[config.mk]
export PLATFORM = sky130hd
export DESIGN_NAME = life_render
export DESIGN_NICKNAME = d
export VERILOG_FILES = /design/src/rtl/life_render.sv
export SDC_FILE = /design/constraint.sdc
export NUM_CORES = 1
export LEC_CHECK = 0
export CORE_MARGIN = 2
export CORE_UTILIZATION = 53
export CTS_CLUSTER_DIAMETER = 60
export DETAILED_ROUTE_END_ITERATION = 12
export GPL_ROUTABILITY_DRIVEN = 0
export GPL_TIMING_DRIVEN = 0
export PLACE_DENSITY = 0.85
export SKIP_CTS_REPAIR_TIMING = 1
export SLEW_MARGIN = 10
export SYNTH_ARGS = -nofsm -noshare
export SYNTH_HDL_FRONTEND = slang
export SYNTH_SLANG_ARGS = --single-unit
[constraint.sdc]
create_clock -name clk_in -period 3.7 [get_ports clk_in]
set_clock_uncertainty 0.15 [all_clocks]
set_input_delay 0.74 -clock clk_in [delete_from_list [all_inputs] [get_ports clk_in]]
set_output_delay 0.74 -clock clk_in [all_outputs]
set_load 0.02 [all_outputs]
[src/rtl/life_render.sv]
// life_render
//   Two-stage pixel renderer for a Game-of-Life board. Stage 1 classifies the
//   incoming pixel (inside the board, on the cursor cell, on the board edge)
//   and registers it together with the cell state and VGA timing. Stage 2
//   picks the colour and re-times the syncs so they stay aligned with rgb_out.
//   The block also counts live, visible, in-board pixels per frame and reports
//   the total on every falling edge of vsync. A frame counter blinks the cursor.
//
// Ports
//   clk_in                         pixel clock
//   rst_in                         asynchronous active-high reset
//   alive_in                       cell state for the current pixel
//   hcount_in, vcount_in           pixel coordinates, aligned with alive_in
//   hsync_in, vsync_in, blank_in   VGA timing (vsync active-low)
//   cursor_x_in, cursor_y_in       cursor cell position
//   rgb_out                        {R,G,B} 4 bits each, 2 cycles after input
//   hsync_out, vsync_out,
//   blank_out                      timing delayed to match rgb_out
//   pop_out                        live-cell count of the last completed frame
//   pop_valid_out                  one-cycle pulse when pop_out updates
module life_render #(
  parameter logic [11:0] ALIVE_COLOR    = 12'hFFF,
  parameter logic [11:0] DEAD_COLOR     = 12'h000,
  parameter logic [11:0] CURSOR_COLOR   = 12'hF00,
  parameter logic [11:0] BORDER_COLOR   = 12'h444,
  parameter int          BLINK_FRAMES   = 30,
  parameter int          HCOUNT_WIDTH   = 11,
  parameter int          VCOUNT_WIDTH   = 10,
  parameter int          LOG_BOARD_SIZE = 6,
  parameter int          BOARD_SIZE     = 64
) (
  input  logic                      clk_in,
  input  logic                      rst_in,
  input  logic                      alive_in,
  input  logic [HCOUNT_WIDTH-1:0]   hcount_in,
  input  logic [VCOUNT_WIDTH-1:0]   vcount_in,
  input  logic                      hsync_in,
  input  logic                      vsync_in,
  input  logic                      blank_in,
  input  logic [LOG_BOARD_SIZE-1:0] cursor_x_in,
  input  logic [LOG_BOARD_SIZE-1:0] cursor_y_in,
  output logic [11:0]               rgb_out,
  output logic                      hsync_out,
  output logic                      vsync_out,
  output logic                      blank_out,
  output logic [19:0]               pop_out,
  output logic                      pop_valid_out
);

  localparam logic [HCOUNT_WIDTH-1:0] BOARD_H   = HCOUNT_WIDTH'(BOARD_SIZE);
  localparam logic [VCOUNT_WIDTH-1:0] BOARD_V   = VCOUNT_WIDTH'(BOARD_SIZE);
  localparam logic [7:0]              BLINK_END = 8'(BLINK_FRAMES - 1);
  localparam logic [19:0]             POP_MAX   = 20'hFFFFF;

  // Stage 1 registers
  logic s1_in_board;
  logic s1_on_cursor;
  logic s1_on_border;
  logic s1_alive;
  logic s1_blank;
  logic s1_hsync;
  logic s1_vsync;   // doubles as the registered vsync used for edge detection

  // Frame-level state
  logic [7:0]  blink_cnt;
  logic        blink_on;
  logic [19:0] pop_acc;

  logic        frame_start;
  logic        pop_inc;
  logic [19:0] pop_acc_next;
  logic [11:0] color;

  // Stage 1 comparisons. Cursor coordinates are zero-extended; a cursor
  // outside the board is suppressed later by the in_board qualifier.
  always_ff @(posedge clk_in or posedge rst_in) begin
    if (rst_in) begin
      s1_in_board  <= 1'b0;
      s1_on_cursor <= 1'b0;
      s1_on_border <= 1'b0;
      s1_alive     <= 1'b0;
      s1_blank     <= 1'b1;
      s1_hsync     <= 1'b1;
      s1_vsync     <= 1'b1;
    end else begin
      s1_in_board  <= (hcount_in < BOARD_H) && (vcount_in < BOARD_V);
      s1_on_cursor <= (hcount_in == HCOUNT_WIDTH'(cursor_x_in)) &&
                      (vcount_in == VCOUNT_WIDTH'(cursor_y_in));
      s1_on_border <= ((hcount_in == BOARD_H) && (vcount_in <= BOARD_V)) ||
                      ((vcount_in == BOARD_V) && (hcount_in <= BOARD_H));
      s1_alive     <= alive_in;
      s1_blank     <= blank_in;
      s1_hsync     <= hsync_in;
      s1_vsync     <= vsync_in;
    end
  end

  // Stage 2 colour priority
  always_comb begin
    color = 12'h000;
    if (s1_blank) begin
      color = 12'h000;
    end else if (s1_on_cursor && s1_in_board && blink_on) begin
      color = CURSOR_COLOR;
    end else if (s1_in_board && s1_alive) begin
      color = ALIVE_COLOR;
    end else if (s1_in_board) begin
      color = DEAD_COLOR;
    end else if (s1_on_border) begin
      color = BORDER_COLOR;
    end
  end

  always_ff @(posedge clk_in or posedge rst_in) begin
    if (rst_in) begin
      rgb_out   <= 12'h000;
      hsync_out <= 1'b1;
      vsync_out <= 1'b1;
      blank_out <= 1'b1;
    end else begin
      rgb_out   <= color;
      hsync_out <= s1_hsync;
      vsync_out <= s1_vsync;
      blank_out <= s1_blank;
    end
  end

  // Falling vsync at the input marks the start of a new frame.
  assign frame_start = s1_vsync && !vsync_in;

  // Blink phase flips every BLINK_FRAMES frame starts.
  always_ff @(posedge clk_in or posedge rst_in) begin
    if (rst_in) begin
      blink_cnt <= 8'd0;
      blink_on  <= 1'b1;
    end else if (frame_start) begin
      if (blink_cnt == BLINK_END) begin
        blink_cnt <= 8'd0;
        blink_on  <= !blink_on;
      end else begin
        blink_cnt <= blink_cnt + 8'd1;
      end
    end
  end

  // Population counter. The pixel held in stage 1 during the frame_start
  // cycle still belongs to the frame being closed, so it is folded into the
  // reported value before the accumulator clears.
  assign pop_inc      = s1_in_board && s1_alive && !s1_blank;
  assign pop_acc_next = (pop_inc && (pop_acc != POP_MAX)) ? pop_acc + 20'd1 : pop_acc;

  always_ff @(posedge clk_in or posedge rst_in) begin
    if (rst_in) begin
      pop_acc       <= 20'd0;
      pop_out       <= 20'd0;
      pop_valid_out <= 1'b0;
    end else begin
      pop_valid_out <= frame_start;
      if (frame_start) begin
        pop_out <= pop_acc_next;
        pop_acc <= 20'd0;
      end else begin
        pop_acc <= pop_acc_next;
      end
    end
  end

endmodule

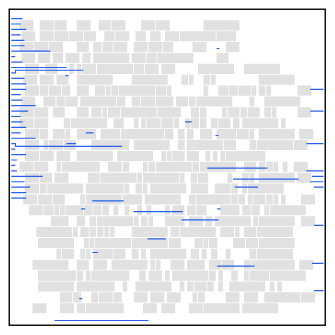
*M3 wires*
Scale: 4 px per um. Cells faint in the background.
longest straight run = 26.4 um
nets with wire on the layer = 52
via count: 2,372
WL final: 6.192 mm
global routing usage on met3: 5.057%

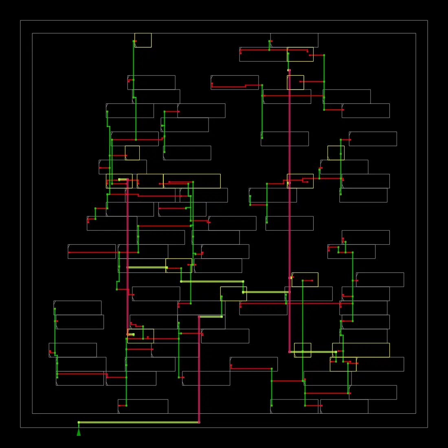
*Clock routing*
number of sinks handled by clock tree synthesis: 64
sequential cell count: 64
cts bufs inserted: 9
Clock Latency Late Sink: 0.34 ns

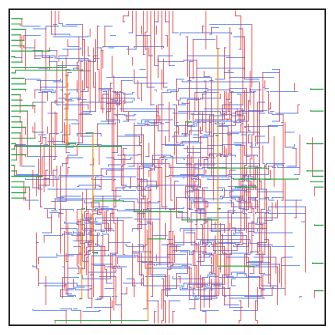
*Routed metal, one color a layer*
Scale: 4 px per um.
metal 1 -> blue  # wire length 2,500 um
metal 4 -> orange  # wire length 144 um
metal 3 -> green  # wire length 296 um
metal 2 -> red  # wire length 3,250 um

==> results.rst <==
Run summary
-----------

.. list-table::
   :header-rows: 1

   * - Metric
     - Value
   * - Placed Instances
     - between 400 and 500
   * - Multi-input comb cells
     - 197
   * - Combinational cell area excluding buffers and inverters
     - roughly 0.0012 mm2
   * - Setup-failing EPs final
     - 0
   * - Status
     - finished clean
   * - Sequential share of cell area
     - 40.13%
   * - Endpoint kind of the worst setup timing path
     - register
   * - Met3 WL post-DR
     - approximately 300 um
   * - Fillers
     - roughly 380
   * - Top library cells by usage in the layout, fill and taps aside
     - sky130_fd_sc_hd__clkdlybuf4s50_1, sky130_fd_sc_hd__dfrtp_1, sky130_fd_sc_hd__nand2_1, sky130_fd_sc_hd__nor2_1, sky130_fd_sc_hd__xnor2_1
   * - Static Leak
     - approximately 1.7 nW
   * - Worst path buffer plus inverter count
     - 4
   * - Yosys warnings
     - 0
   * - Simple-gate portion of the synthesized area
     - about a fifth
   * - Log Warnings
     - 27
   * - Clock network fraction of total power
     - between 40% and 50%
   * - Worst hold path class
     - register to register
   * - Leftover overflow at the end of global routing
     - 0
   * - Pin count of the biggest net entering global routing
     - roughly 65
   * - Relative area change from synthesis to final layout
     - 35.89%
   * - Placement-stage worst setup slack
     - 0.9079 ns
   * - Top cell area share
     - between 40% and 50%
   * - Post-DR vias/cell
     - ~5.3
   * - Final std cells w/o fill
     - 446
   * - Crit path cell chain
     - clkdlybuf4s50_1 > nand2b_1 > clkbuf_1 > clkinv_1 > and3_1 > clkbuf_1 > a211oi_1
   * - Highest signal layer in the routed design
     - met4
   * - Internal Pwr Total
     - approximately 1.2 mW
   * - Syn_nets
     - between 300 and 400
   * - Adders+Majority by Area
     - approximately 1.3%
   * - Quantity of I/O buffers inserted on ports
     - approximately 74
   * - Dominant cells by area after synthesis
     - sky130_fd_sc_hd__dfrtp_1, sky130_fd_sc_hd__dfstp_2, sky130_fd_sc_hd__xnor2_1, sky130_fd_sc_hd__xor2_1, sky130_fd_sc_hd__nand2_1
   * - Wire length of the first global-routing pass
     - 10.68 mm
   * - Clock buffers
     - 9
   * - Biggest area consumer among cell classes
     - registers
   * - Detail Placement HPWL
     - ~4.5 mm
   * - Longest individual stage delay on the worst path
     - 0.47 ns
   * - Async set-or-reset flop fraction in the synthesized netlist
     - 100.0%
   * - Total power
     - 1.639 mW
   * - Start point of the worst min-delay path
     - s1_hsync$_DFF_PP1_
   * - Cell count along the critical path
     - 7
Power figures rest on the tool's default switching activity, not on a simulated workload.
